===== config.mk =====
export PLATFORM = sky130hd
export DESIGN_NAME = mul_seq_ctrl_flat
export DESIGN_NICKNAME = d
export VERILOG_FILES = /design/src/rtl/mul_seq_ctrl_if.sv /design/src/rtl/mul_seq_ctrl.sv /design/src/flat_wrapper.sv
export SDC_FILE = /design/constraint.sdc
export NUM_CORES = 1
export LEC_CHECK = 0
export CORE_MARGIN = 1
export CORE_UTILIZATION = 35
export DETAILED_ROUTE_END_ITERATION = 7
export DONT_BUFFER_PORTS = 1
export MAX_ROUTING_LAYER = met4
export PLACE_DENSITY_LB_ADDON = 0.2
export SLEW_MARGIN = 5
export SYNTH_ARGS = -nofsm -noshare
export SYNTH_HDL_FRONTEND = slang
export SYNTH_SLANG_ARGS = --single-unit

===== constraint.sdc =====
create_clock -name clk -period 4.8 [get_ports clk]
set_clock_uncertainty 0.15 [all_clocks]
set_input_delay 0.96 -clock clk [delete_from_list [all_inputs] [get_ports clk]]
set_output_delay 0.96 -clock clk [all_outputs]
set_load 0.02 [all_outputs]

===== src/rtl/mul_seq_ctrl_if.sv =====
// rtl/mul_seq_ctrl_if.sv - request, ALU-override and response bundle for the shift-add multiply sequencer
//
// Ports (interface signals):
//   req_valid/req_ready/req_a/req_b/req_hi : multiply request handshake and operands
//   flush                                  : abort any operation
//   alu_own/alu_a_ovr/alu_rs2_ovr/alu_bsel : EX-stage ALU override driven by the sequencer
//   alu_res                                : ALU result returned combinationally
//   resp_valid/resp_ready/resp_data        : product handshake
// Modports: master = pipeline side, slave = sequencer side.
interface mul_seq_ctrl_if #(
    parameter int XLEN = 64
);
    logic            req_valid;
    logic            req_ready;
    logic [XLEN-1:0] req_a;
    logic [XLEN-1:0] req_b;
    logic            req_hi;
    logic            flush;
    logic            alu_own;
    logic [XLEN-1:0] alu_a_ovr;
    logic [XLEN-1:0] alu_rs2_ovr;
    logic [1:0]      alu_bsel;
    logic [XLEN-1:0] alu_res;
    logic            resp_valid;
    logic            resp_ready;
    logic [XLEN-1:0] resp_data;

    modport master (
        output req_valid, req_a, req_b, req_hi, flush, alu_res, resp_ready,
        input  req_ready, alu_own, alu_a_ovr, alu_rs2_ovr, alu_bsel, resp_valid, resp_data
    );

    modport slave (
        input  req_valid, req_a, req_b, req_hi, flush, alu_res, resp_ready,
        output req_ready, alu_own, alu_a_ovr, alu_rs2_ovr, alu_bsel, resp_valid, resp_data
    );
endinterface


===== src/rtl/mul_seq_ctrl.sv =====
// rtl/mul_seq_ctrl.sv - iterative shift-add multiplier that borrows the EX-stage ALU for 64 cycles
//
// Ports:
//   clk  : clock, rising edge
//   rstn : asynchronous active-low reset
//   bus  : mul_seq_ctrl_if.slave (request, ALU override, response)
// Optional build macro: MUL_SEQ_MULH_EN - honour req_hi and return the upper product half.
module mul_seq_ctrl #(
    parameter int XLEN = 64
) (
    input  logic           clk,
    input  logic           rstn,
    mul_seq_ctrl_if.slave  bus
);
    typedef enum logic [1:0] {
        S_IDLE = 2'd0,
        S_RUN  = 2'd1,
        S_DONE = 2'd2
    } state_t;

    state_t          state_q, state_d;
    logic [XLEN-1:0] hi_q, hi_d;
    logic [XLEN-1:0] lo_q, lo_d;
    logic [XLEN-1:0] mcand_q, mcand_d;
    logic [5:0]      cnt_q, cnt_d;
    logic            hi_sel_q, hi_sel_d;
    logic            req_hi_eff;
    logic            carry;

`ifdef MUL_SEQ_MULH_EN
    assign req_hi_eff = bus.req_hi;
`else
    logic unused_req_hi;
    assign unused_req_hi = bus.req_hi;
    assign req_hi_eff    = 1'b0;
`endif

    // Carry-out of hi + (mcand or 0); the sum wrapped iff it is below hi.
    assign carry = (bus.alu_res < hi_q);

    always_ff @(posedge clk or negedge rstn) begin
        if (!rstn) begin
            state_q  <= S_IDLE;
            hi_q     <= '0;
            lo_q     <= '0;
            mcand_q  <= '0;
            cnt_q    <= '0;
            hi_sel_q <= 1'b0;
        end else begin
            state_q  <= state_d;
            hi_q     <= hi_d;
            lo_q     <= lo_d;
            mcand_q  <= mcand_d;
            cnt_q    <= cnt_d;
            hi_sel_q <= hi_sel_d;
        end
    end

    always_comb begin
        state_d  = state_q;
        hi_d     = hi_q;
        lo_d     = lo_q;
        mcand_d  = mcand_q;
        cnt_d    = cnt_q;
        hi_sel_d = hi_sel_q;
        case (state_q)
            S_IDLE: begin
                if (!bus.flush && bus.req_valid) begin
                    lo_d     = bus.req_a;
                    mcand_d  = bus.req_b;
                    hi_d     = '0;
                    cnt_d    = '0;
                    hi_sel_d = req_hi_eff;
                    state_d  = S_RUN;
                end
            end
            S_RUN: begin
                if (bus.flush) begin
                    state_d = S_IDLE;
                end else begin
                    // Shift the 2*XLEN accumulator {hi, lo} right by one, pulling in the carry.
                    hi_d  = {carry, bus.alu_res[XLEN-1:1]};
                    lo_d  = {bus.alu_res[0], lo_q[XLEN-1:1]};
                    cnt_d = cnt_q + 6'd1;
                    if (cnt_q == 6'd63) begin
                        state_d = S_DONE;
                    end
                end
            end
            S_DONE: begin
                if (bus.flush || bus.resp_ready) begin
                    state_d = S_IDLE;
                end
            end
            default: state_d = S_IDLE;
        endcase
    end

    always_comb begin
        bus.req_ready   = (state_q == S_IDLE);
        bus.alu_own     = (state_q == S_RUN);
        bus.alu_a_ovr   = '0;
        bus.alu_rs2_ovr = '0;
        bus.alu_bsel    = 2'b00;
        bus.resp_valid  = (state_q == S_DONE);
        bus.resp_data   = '0;
        if (state_q == S_RUN) begin
            bus.alu_a_ovr   = hi_q;
            bus.alu_rs2_ovr = mcand_q;
            bus.alu_bsel    = lo_q[0] ? 2'b01 : 2'b00;
        end
        if (state_q == S_DONE) begin
            bus.resp_data = hi_sel_q ? hi_q : lo_q;
        end
    end
endmodule


===== src/flat_wrapper.sv =====
// flat-port wrapper written by rule: the top's interface ports become plain ports
module mul_seq_ctrl_flat 
#(
    parameter int XLEN = 64
)
  (clk, rstn, bus_req_valid, bus_req_a, bus_req_b, bus_req_hi, bus_flush, bus_alu_res, bus_resp_ready, bus_req_ready, bus_alu_own, bus_alu_a_ovr, bus_alu_rs2_ovr, bus_alu_bsel, bus_resp_valid, bus_resp_data);
  mul_seq_ctrl_if #(.XLEN(XLEN)) bus_i ();
  input  logic clk;
  input  logic rstn;
  input wire logic [$bits(bus_i.req_valid)-1:0] bus_req_valid;
  input wire logic [$bits(bus_i.req_a)-1:0] bus_req_a;
  input wire logic [$bits(bus_i.req_b)-1:0] bus_req_b;
  input wire logic [$bits(bus_i.req_hi)-1:0] bus_req_hi;
  input wire logic [$bits(bus_i.flush)-1:0] bus_flush;
  input wire logic [$bits(bus_i.alu_res)-1:0] bus_alu_res;
  input wire logic [$bits(bus_i.resp_ready)-1:0] bus_resp_ready;
  output wire logic [$bits(bus_i.req_ready)-1:0] bus_req_ready;
  output wire logic [$bits(bus_i.alu_own)-1:0] bus_alu_own;
  output wire logic [$bits(bus_i.alu_a_ovr)-1:0] bus_alu_a_ovr;
  output wire logic [$bits(bus_i.alu_rs2_ovr)-1:0] bus_alu_rs2_ovr;
  output wire logic [$bits(bus_i.alu_bsel)-1:0] bus_alu_bsel;
  output wire logic [$bits(bus_i.resp_valid)-1:0] bus_resp_valid;
  output wire logic [$bits(bus_i.resp_data)-1:0] bus_resp_data;
  assign bus_i.req_valid = bus_req_valid;
  assign bus_i.req_a = bus_req_a;
  assign bus_i.req_b = bus_req_b;
  assign bus_i.req_hi = bus_req_hi;
  assign bus_i.flush = bus_flush;
  assign bus_i.alu_res = bus_alu_res;
  assign bus_i.resp_ready = bus_resp_ready;
  assign bus_req_ready = bus_i.req_ready;
  assign bus_alu_own = bus_i.alu_own;
  assign bus_alu_a_ovr = bus_i.alu_a_ovr;
  assign bus_alu_rs2_ovr = bus_i.alu_rs2_ovr;
  assign bus_alu_bsel = bus_i.alu_bsel;
  assign bus_resp_valid = bus_i.resp_valid;
  assign bus_resp_data = bus_i.resp_data;
  mul_seq_ctrl #(.XLEN(XLEN)) u_core (.clk(clk), .rstn(rstn), .bus(bus_i));
endmodule

### Wiring by layer

Two of the layers only.
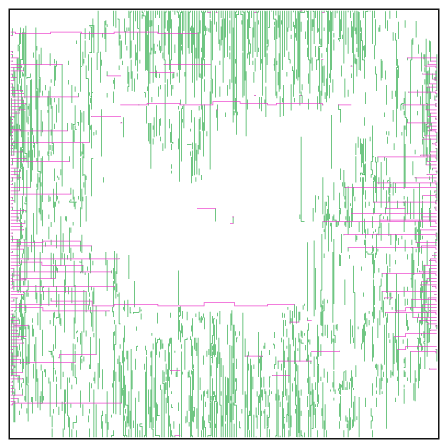
layer	colour	wire length
metal 2	green	12600 microns
metal 3	magenta	1990 microns
routed length per placed instance: 17.78 microns
total via count after detailed routing: 7628
Final Routed Wirelength: 27.11 mm
GRT Total Usage: 0.1772

### Signal wires on met1

The bar under the picture is 50 microns long. Supply wires on this layer in grey.
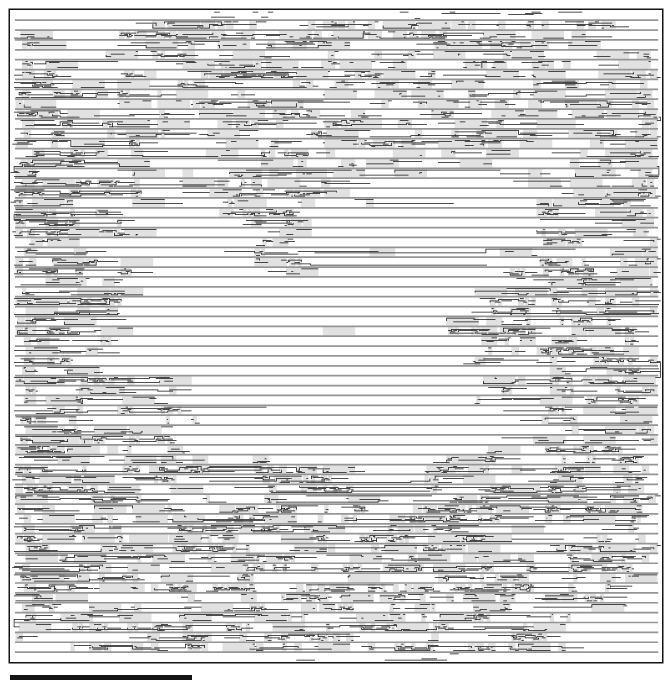
main direction	horizontal
longest straight run	57.5 microns
fraction of met1 tracks used by global routing: 0.2207

==> COMMIT_EDITMSG <==
Log flow metrics for this revision

* List of cells traversed by the critical path: nor2b_4 -> buf_4 -> and2_1
* Crit path to: bus_alu_a_ovr[42]
* Maximum operating frequency: 0.2890 GHz
* Hold violation count in the final report: 0
- Insertion Delay late pin: 0.45 ns
* Quantity of gates resized following cts: 0
- The repair_antennas step left the layout with diodes totalling 0.
* Layout cell share with drive strength beyond 1: 0.09920
- The cell area that synthesis handed to floorplanning was 11040 sq um.
- Time the worst path needs with I/O delays and setup: 3.461 ns
* Largest stage delay, worst path: 0.67 ns
* Run status: complete, but fails checks
* Transition time at the pin with the least slew margin: 0.9300 ns
- Flop-to-flop setup slack: 2.00 ns
- The worst register-to-register path has a depth of 7.
- P per Cell Area: 400.6 nW/um^2
* Die outline height: 179.6 microns
- Relative max-transition margin: 0.3785
* Buffers from clock root to sink, at most: 2
- Met2 track demand over resource in global routing: 0.2731
- RSZ-0062 raised after global routing: false
- The synthesized design contains 200 register bits.
- Looking at the critical path, the single cell with the biggest stage delay is sky130_fd_sc_hd__buf_4.
* Routed length on met1: 12.15 mm
- Count of sequential standard cells: 200
- Most frequently placed logic cells in the final layout: 204 x sky130_fd_sc_hd__nand2_1, 200 x sky130_fd_sc_hd__dfrtp_1, 193 x sky130_fd_sc_hd__and2_1
- In this run the worst hold path is classified as in2async.
* Combinational Area: 5520 sq um
* Final clock-cell share: 0.04949
- Per the post-run analysis, buffers plus inverters along the critical path come to 1.
- The layout report gives the register share of total cell area as 0.4194.
- Cell types with the largest area share after synthesis: sky130_fd_sc_hd__dfrtp_1 45%, sky130_fd_sc_hd__and2_1 11%, sky130_fd_sc_hd__ha_1 7.3%
- In this run the worst path has a maximum fanout of 104.
- Avg Cell Area, Syn: 9.492 sq um
- Looking at the gate-level netlist, the highest instance count belongs to sky130_fd_sc_hd__nand2_1.
- For the worst setup path, the data required time is 3.69 ns.
- ANT nets after route: 0
- The fraction of cell area in multi-input combinational cells is reported as 0.4626.
- Logic inverters: 65
* Number of top-level design ports: 395
- Power comes to 4.780 mW.
- Number of antenna violations at the first check in global routing: 0
- The checks that failed: design-rule violations.
- Final routed DRC violation total: 22
- In this run, distinct cell masters in the synthesized netlist total 48.
- The flow measured a signed area growth from synthesis to layout of 8.093%.
- Width of the die: 179.6 microns
* Number of ordinary and repair buffers in the finished layout: 7
- For this run, the leading register cell type out of synthesis is sky130_fd_sc_hd__dfrtp_1.
* Registers with the highest flip-flop counts: u_core.hi_q (64), u_core.lo_q (64), u_core.mcand_q (64)
- Cells in synth_stat.txt: 1163
- After clock tree synthesis, the clock-pin slew on the worst setup and hold paths is 0.08 ns.
- Total cell area at the placement stage: 11340 sq um
- Via count of the first global-routing pass: 7675
- Per the run summary, max-cap violations total 0.
* FF/Latch Area: 5005 sq um
- After routing the design area is 11930 sq um.
- The worst-case IR drop observed on VDD is 0.0002334 V.
* Starting utilization of the core area: 0.3581
- Max-slew check failures listed in the final report amount to 0.
- Number of warnings the tools reported: 35
- Number of buffers inserted for hold repair after clock tree synthesis: 0
==> logic make-up after synthesis <==
family / Yosys count / share of synthesized area
XOR/XNOR: 3 / 0.002381
multiplexers: 129 / 0.1243
other: 1 / 0.0003397
flip-flops: 200 / 0.4534
adder cells (fa/ha/maj): 64 / 0.07254
AND-OR/OR-AND: 186 / 0.09294
buffers and inverters: 137 / 0.04919
AND/OR/NAND/NOR: 443 / 0.2049
==> power breakdown <==
| part | switching (mW) | total [mW] | leakage [nW] | internal [mW] |
|---|---|---|---|---|
| Sequential | 0.243 | 2.28 | 2.52 | 2.04 |
| Combinational | 0.594 | 1.01 | 2.39 | 0.413 |
| Clock | 0.710 | 1.49 | 0.289 | 0.785 |
Power figures rest on the tool's default switching activity, not on a simulated workload.
